### Track usage over the die, run 1

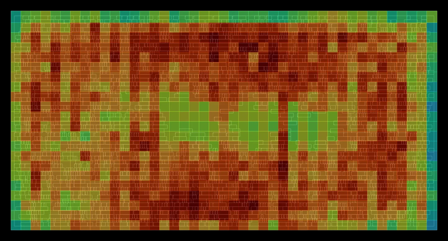
### Sequential cells grouped by signal name, run 1

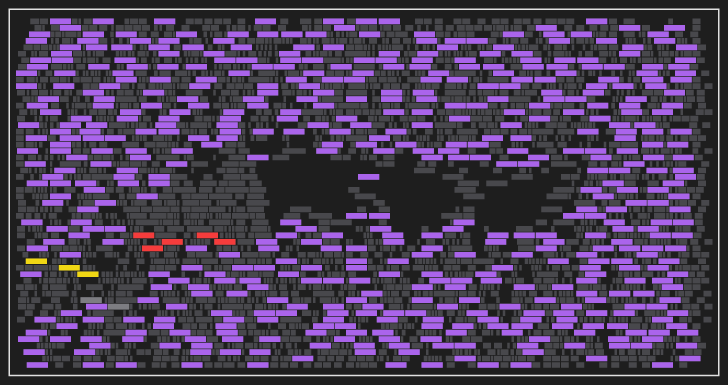
### Met1 routing, run 1

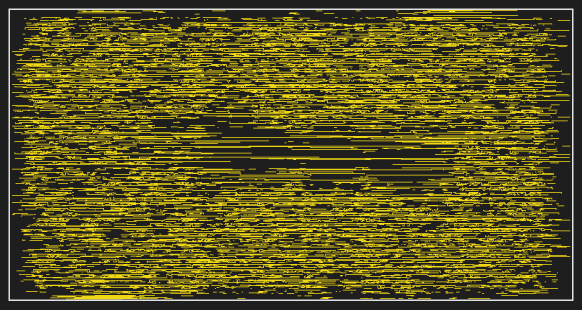
File: src/rtl/eflash_pkg.sv
// rtl/eflash_pkg.sv - shared PIM mode codes, input buffer states and fill capacities
package eflash_pkg;

    localparam logic [2:0] PIM_MODE_NONE     = 3'b000;
    localparam logic [2:0] PIM_MODE_PARALLEL = 3'b101;
    localparam logic [2:0] PIM_MODE_RBR      = 3'b110;

    localparam int unsigned CAP_PAR_DEFAULT = 16;
    localparam int unsigned CAP_RBR_DEFAULT = 2;

    localparam int unsigned IBUF_ENTRIES = 256;
    localparam int unsigned IBUF_LANES   = 16;

    typedef enum logic [1:0] {
        IBUF_EMPTY = 2'd0,
        IBUF_FILL  = 2'd1,
        IBUF_FULL  = 2'd2,
        IBUF_BUSY  = 2'd3
    } ibuf_state_e;

    function automatic logic is_fill_mode(input logic [2:0] mode);
        return (mode == PIM_MODE_PARALLEL) || (mode == PIM_MODE_RBR);
    endfunction

endpackage

File: src/rtl/eflash_input_buffer.sv
// rtl/eflash_input_buffer.sv - word-wide fill buffer feeding 256 x 2-bit PIM inputs to the column driver
module eflash_input_buffer
    import eflash_pkg::*;
#(
    parameter int unsigned CAP_PAR = CAP_PAR_DEFAULT,
    parameter int unsigned CAP_RBR = CAP_RBR_DEFAULT
) (
    input  logic        clk_i,
    input  logic        rst_ni,
    input  logic        clear_i,
    input  logic [2:0]  pim_mode_i,
    input  logic        pim_en_i,
    input  logic [3:0]  exec_cnt_i,
    input  logic        wr_valid_i,
    input  logic [31:0] wr_data_i,
    output logic        wr_ready_o,
    output logic [1:0]  input_data_o [0:IBUF_ENTRIES-1],
    output logic        buf_full_o,
    output logic [4:0]  word_cnt_o
);

    localparam logic [4:0] CAP_PAR_W = 5'(CAP_PAR);
    localparam logic [4:0] CAP_RBR_W = 5'(CAP_RBR);

    ibuf_state_e state_q, state_d;
    logic [2:0]  mode_q, mode_d;
    logic [4:0]  cnt_q, cnt_d;
    logic [1:0]  data_q [0:IBUF_ENTRIES-1];
    logic [1:0]  data_d [0:IBUF_ENTRIES-1];

    logic        wr_ready;
    logic        accept;
    logic [2:0]  fill_mode;
    logic [4:0]  capacity;

    always_comb begin
        wr_ready = 1'b0;
        case (state_q)
            IBUF_EMPTY: wr_ready = is_fill_mode(pim_mode_i);
            IBUF_FILL:  wr_ready = 1'b1;
            default:    wr_ready = 1'b0;
        endcase
    end

    // A flush in the same cycle as a write discards that write entirely.
    assign accept = wr_valid_i && wr_ready && !clear_i;

    // The live mode only matters for the word that opens a fill; afterwards the latched copy rules.
    assign fill_mode = (state_q == IBUF_EMPTY) ? pim_mode_i : mode_q;
    assign capacity  = (fill_mode == PIM_MODE_RBR) ? CAP_RBR_W : CAP_PAR_W;

    always_comb begin
        state_d = state_q;
        mode_d  = mode_q;
        cnt_d   = cnt_q;
        if (clear_i) begin
            state_d = IBUF_EMPTY;
            mode_d  = PIM_MODE_NONE;
            cnt_d   = 5'd0;
        end else begin
            case (state_q)
                IBUF_EMPTY: begin
                    if (accept) begin
                        mode_d  = pim_mode_i;
                        cnt_d   = cnt_q + 5'd1;
                        state_d = (cnt_d == capacity) ? IBUF_FULL : IBUF_FILL;
                    end
                end
                IBUF_FILL: begin
                    if (accept) begin
                        cnt_d = cnt_q + 5'd1;
                        if (cnt_d == capacity) begin
                            state_d = IBUF_FULL;
                        end
                    end
                end
                IBUF_FULL: begin
                    if (pim_en_i && (exec_cnt_i != 4'd0)) begin
                        state_d = IBUF_BUSY;
                    end
                end
                IBUF_BUSY: begin
                    if (!pim_en_i || (exec_cnt_i == 4'd0)) begin
                        state_d = IBUF_EMPTY;
                        cnt_d   = 5'd0;
                    end
                end
                default: begin
                    state_d = IBUF_EMPTY;
                    cnt_d   = 5'd0;
                end
            endcase
        end
    end

    // Word k lands in entries 16k..16k+15; untouched entries keep their previous contents.
    always_comb begin
        for (int i = 0; i < IBUF_ENTRIES; i++) begin
            data_d[i] = clear_i ? 2'b00 : data_q[i];
        end
        if (accept) begin
            for (int j = 0; j < IBUF_LANES; j++) begin
                data_d[{cnt_q[3:0], 4'(j)}] = wr_data_i[2*j +: 2];
            end
        end
    end

    always_ff @(posedge clk_i or negedge rst_ni) begin
        if (!rst_ni) begin
            state_q <= IBUF_EMPTY;
            mode_q  <= PIM_MODE_NONE;
            cnt_q   <= 5'd0;
            for (int i = 0; i < IBUF_ENTRIES; i++) begin
                data_q[i] <= 2'b00;
            end
        end else begin
            state_q <= state_d;
            mode_q  <= mode_d;
            cnt_q   <= cnt_d;
            for (int i = 0; i < IBUF_ENTRIES; i++) begin
                data_q[i] <= data_d[i];
            end
        end
    end

    assign wr_ready_o   = wr_ready;
    assign buf_full_o   = (state_q == IBUF_FULL) || (state_q == IBUF_BUSY);
    assign word_cnt_o   = cnt_q;
    assign input_data_o = data_q;

endmodule

File: config.mk
export PLATFORM = sky130hd
export DESIGN_NAME = eflash_input_buffer
export DESIGN_NICKNAME = d
export VERILOG_FILES = /design/src/rtl/eflash_pkg.sv /design/src/rtl/eflash_input_buffer.sv
export SDC_FILE = /design/constraint.sdc
export NUM_CORES = 1
export LEC_CHECK = 0
export ABC_AREA = 1
export CORE_AREA = 2 2 295 151
export CTS_BUF_LIST = sky130_fd_sc_hd__clkbuf_4 sky130_fd_sc_hd__clkbuf_8
export DETAILED_ROUTE_END_ITERATION = 12
export DIE_AREA = 0 0 297 153
export PLACE_DENSITY = 0.78
export RECOVER_POWER = 50
export SETUP_SLACK_MARGIN = 0.4
export SKIP_CTS_REPAIR_TIMING = 1
export SYNTH_ARGS = -nofsm -noshare
export SYNTH_HDL_FRONTEND = slang
export SYNTH_SLANG_ARGS = --single-unit
File: constraint.sdc
create_clock -name clk_i -period 2.12 [get_ports clk_i]
set_input_delay 0.424 -clock clk_i [delete_from_list [all_inputs] [get_ports clk_i]]
set_output_delay 0.424 -clock clk_i [all_outputs]
set_load 0.01 [all_outputs]
==> flow_summary.toml, run 1 <==
# physical design summary
[logic_synthesis]
ys_ff = 522
synth_area_leader_cell = "dfrtp_1"
top_cells_by_area = "dfrtp_1 (62%), nand2_1 (19%), o21ai_0 (12%), clkbuf_1 (2.9%), buf_2 (1.1%)"
syn_area_per_cell_sq_um = 8.72

[pwr]
power.leakage_nw = 14.4
seq_power_mw = 10.5
p_seq_share_pct = 45.5

[outcome]
outcome = "finished, violations left"
failed_checks = "capacitance limit, slew limit, setup timing"

[worst_setup_path]
crit_fanout = 9

[timing]
setup_ws_ns = -0.0970
finalSetupViolations = 281
slew_violations = 50

[die]
die-height_microns = 153
fp.dieW_microns = 297

[run]
cap_viol_max_count = 1

[worst_hold_path]
hold_path.class = "in -> reg"

[clock_tree]
path_clk_slew_ns = 0.07
root_buffer = "clkbuf_8"

[drt]
drtPass1Iterations = 6
drc_errors = 0

[placed_design]
dpl_cell_area_sq_mm = 0.0281

[finish]
sh_comb_area_pct = 24.7

[global_routing]
grt_pass1_wl_microns = 125000
-- 'Track usage over the die' (at the start) --
Tot GR Track Use: 36.5%
Top Usage Layer GRT: met2
Finished Core Util: 76.1%
met1 Use GR: 50.1%

-- 'Sequential cells grouped by signal name' (at the start) --
- yellow: mode_q (sequential cells 3)
- red: word_cnt_o (sequential cells 5)
- purple: input_data_o (sequential cells 512; where all over the die)
- not colored: 2

-- 'Met1 routing' (at the start) --
- main direction: horizontal
- nets with wire on the layer: 2,804
- share of all routed wire: 36%
- wire length on this layer: 37.7 mm
- longest straight run: 102 microns

-- run 1: sequential cells by signal, indices dropped and copies added (netlist names) --
register      cells
mode_q            3
input_data_o    512
word_cnt_o        5
state_q           2
-- run 1: synth_stat cells --
cell         n
nand4_1      3
nand2_1   1081
o22ai_1      3
nor2_2       6
o21ai_0    495
nor3_4       2
clkbuf_2     6
nor2_1      18
buf_2       45
buf_4        6
nor2_4       8
xnor2_1      1
or2_2        1
a21oi_1      5
nand3_1     10
xor2_1       1
clkbuf_1   164
buf_6        1
inv_1       20
inv_2        1
dfrtp_1    522
ha_1         8
o21ai_1     22
-- run 1: through the flow --
stage | std cells | utilization [%] | setup WS (ns) | TNS, ns | hold WS [ns]
after CTS | 3600 | 69.1 | -0.631 | -2.04 | -0.281
after global routing | 3714 | 76.1 | -0.194 | -74.21 | 0.482
after global placement | 3469 | 65.3 | -0.186 | -57.45 | 0.407
final | 3718 | 76.1 | -0.0970 | -8.83 | 0.481
after detailed placement | 3469 | 65.3 | -0.239 | -50.79 | 0.409
after floorplan | 2429 | - | 0.161 | 0 | 0.128
-- run 1: critical path, stage by stage, from the launching register on --
cell       delay, ns
dfrtp_1         0.38
inv_2           0.10
ha_4            0.18
nand2_4         0.05
a21oi_2         0.11
o21ai_2         0.08
nand2_2         0.12
nand3_4         0.11
buf_12          0.15
clkbuf_16       0.17
nor2_4          0.16
buf_4           0.18
clkbuf_16       0.18
nand2_1         0.05
o21ai_1         0.09
-- run 1: cell families (layout without fill, tap and decap cells) --
kind of cell,Yosys count,after routing,synth area share (%)
compound gates,525,525,12.4
simple gates,1129,1129,20.6
fa+ha+maj,8,8,0.473
buf+inv,243,940,4.75
xor+xnor,2,2,0.0827
flops,522,522,61.7
other cells,0,4,0
==> run 2, diff against run 1 <==
- SKIP_LAST_GASP: not set -> 1
### Track usage over the die, run 2

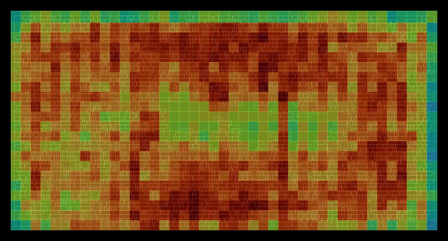
met2 global-route usage: 54.9%
routed length per instance: 28.1 microns
Finished Core Util: 75.7%

==> run 2 against run 1 <==
Effect of this change:
- non-clock buffer count unchanged
- first-iteration DRC count increased by 1.6%
- the run still ends with capacitance limit, slew limit, setup timing left
- combinational power about the same
- largest power group unchanged
- die size unchanged
- hold slack got worse by 0.00058 ns
- global-route usage unchanged
- via count decreased by 0.20%
- largest cell class unchanged
- critical path type unchanged
- fmax decreased by 0.17%
- sequential power about the same
==> flow_summary.toml, run 2 <==
# physical design summary
[placed_design]
place_inst = 3469
dpl_cell_area_sq_mm = 0.0281

[logic_synthesis]
ys_dominant_reg_cell = "dfrtp_1"
async_reset_ff_share_pct = 100
top_cell = "nand2_1"
ys_area_sq_mm = 0.0212
enable_flop_cells = 0
ys_cells = 2429
ys_ff = 522
top_cells_by_area = "dfrtp_1 (62%), nand2_1 (19%), o21ai_0 (12%), clkbuf_1 (2.9%), buf_2 (1.1%)"
yosys_warnings = 0
synth_area_leader_cell = "dfrtp_1"
synthTopCellsByCount = "nand2_1 (1,081), dfrtp_1 (522), o21ai_0 (495)"
syn_area_per_cell_sq_um = 8.72

[worst_setup_path]
slowest_delay_ns = 0.38
crit_chain = "inv_2 -> ha_4 -> nand2_4 -> a21oi_2 -> o21ai_2 -> nand2_2 -> nand3_4 -> buf_12 -> nor3_4 -> buf_12 -> buf_4 -> buf_8 -> o21ai_0"
crit_path_frequent_cell = "buf_12"
cpMaxStageDelayCell = "dfrtp_1"
cp.arrival_ns = 2.71
cp.buffers_inverters = 5
path_class = "reg -> reg"
crit_family = "buffers and inverters"

[drt]
drtPass1Iterations = 6
routed_wl_microns = 105000
drc_errors = 0

[timing]
fin_tns_setup_ns = -10.22
finalSetupViolations = 289
finalCritPeriodShare_pct = 105
holdWs_ns = 0.480
setup_ws_ns = -0.101
slew_violations = 51

[finish]
logic_gate_count = 1664
final_cell_area_sq_mm = 0.0325
final_cell_count_no_fill = 3721
sh_comb_area_pct = 24.4
lay_top_count = "nand2_1"
inverters = 21
dominant_cells = "flip-flops and latches"

[global_routing]
grt_overflow = 0
grt_pass1_wl_microns = 125000

[clock_tree]
clk_latency_ns = 0.63
path_clk_slew_ns = 0.06

[outcome]
failed_checks = "capacitance limit, slew limit, setup timing"
outcome = "finished, violations left"

[worst_hold_path]
hold_path.class = "in -> reg"

[pwr]
power.leakage_nw = 14.4

[die]
fp.dieW_microns = 297
fp-utilization_pct = 49.3
die-height_microns = 153

[run]
cap_viol_max_count = 1
-- run 2: netlist changes by cell type in the layout (fill, tap and decap cells not counted), moves of 2 or more --
cell | previous run | this run
buf_12 | 54 | 52
diode_2 | 4 | 7
o21ai_2 | 85 | 68
buf_6 | 27 | 25
o21ai_0 | 148 | 157
clkbuf_4 | 30 | 32
nand2_2 | 53 | 26
o21ai_1 | 284 | 292
nand2_1 | 973 | 1000
buf_4 | 74 | 76
-- run 2: path summary, 6_finish.rpt --
kind	start	endpoint	slack, ns	cells after the start
max in group asynchronous	rst_ni	input_data_o[158]	0.06	3
worst max register to register	state_q[0]	input_data_o[415]	-0.10	13
worst min register to register	mode_q[1]	mode_q[1]	0.53	2
min in group asynchronous	rst_ni	input_data_o[12]	0.82	2
worst max-delay path	state_q[0]	input_data_o[415]	-0.10	13
worst min-delay path	wr_data_i[0]	input_data_o[30]	0.48	3
-- run 2: where the power goes --
| part | leakage, nW | total, mW | switching (mW) | internal, mW |
|---|---|---|---|---|
| logic | 6.23 | 3.60 | 2.22 | 1.38 |
| clock network | 0.875 | 8.96 | 4.12 | 4.84 |
| registers | 7.28 | 10.5 | 0.251 | 10.3 |
-- run 2: cell families (layout without fill, tap and decap cells) --
| logic type | count (synthesis) | after routing | share of synthesized area [%] |
|---|---|---|---|
| fa+ha+maj | 8 | 8 | 0.473 |
| flops | 522 | 522 | 61.7 |
| other cells | 0 | 7 | 0 |
| compound gates | 525 | 525 | 12.4 |
| buf+inv | 243 | 940 | 4.75 |
| simple gates | 1129 | 1129 | 20.6 |
| xor+xnor | 2 | 2 | 0.0827 |
-- run 2: per-layer routing --
metal  up-vias  global-route usage, %  wire length [microns]
met4         2                   16.0                   5960
met2      1980                   54.9                  42900
li1       9059                      -                      -
met5         -                      0                    155
met3       468                   9.94                  17700
met1     10800                   50.1                  37900
Power and IR drop assume default switching activity.
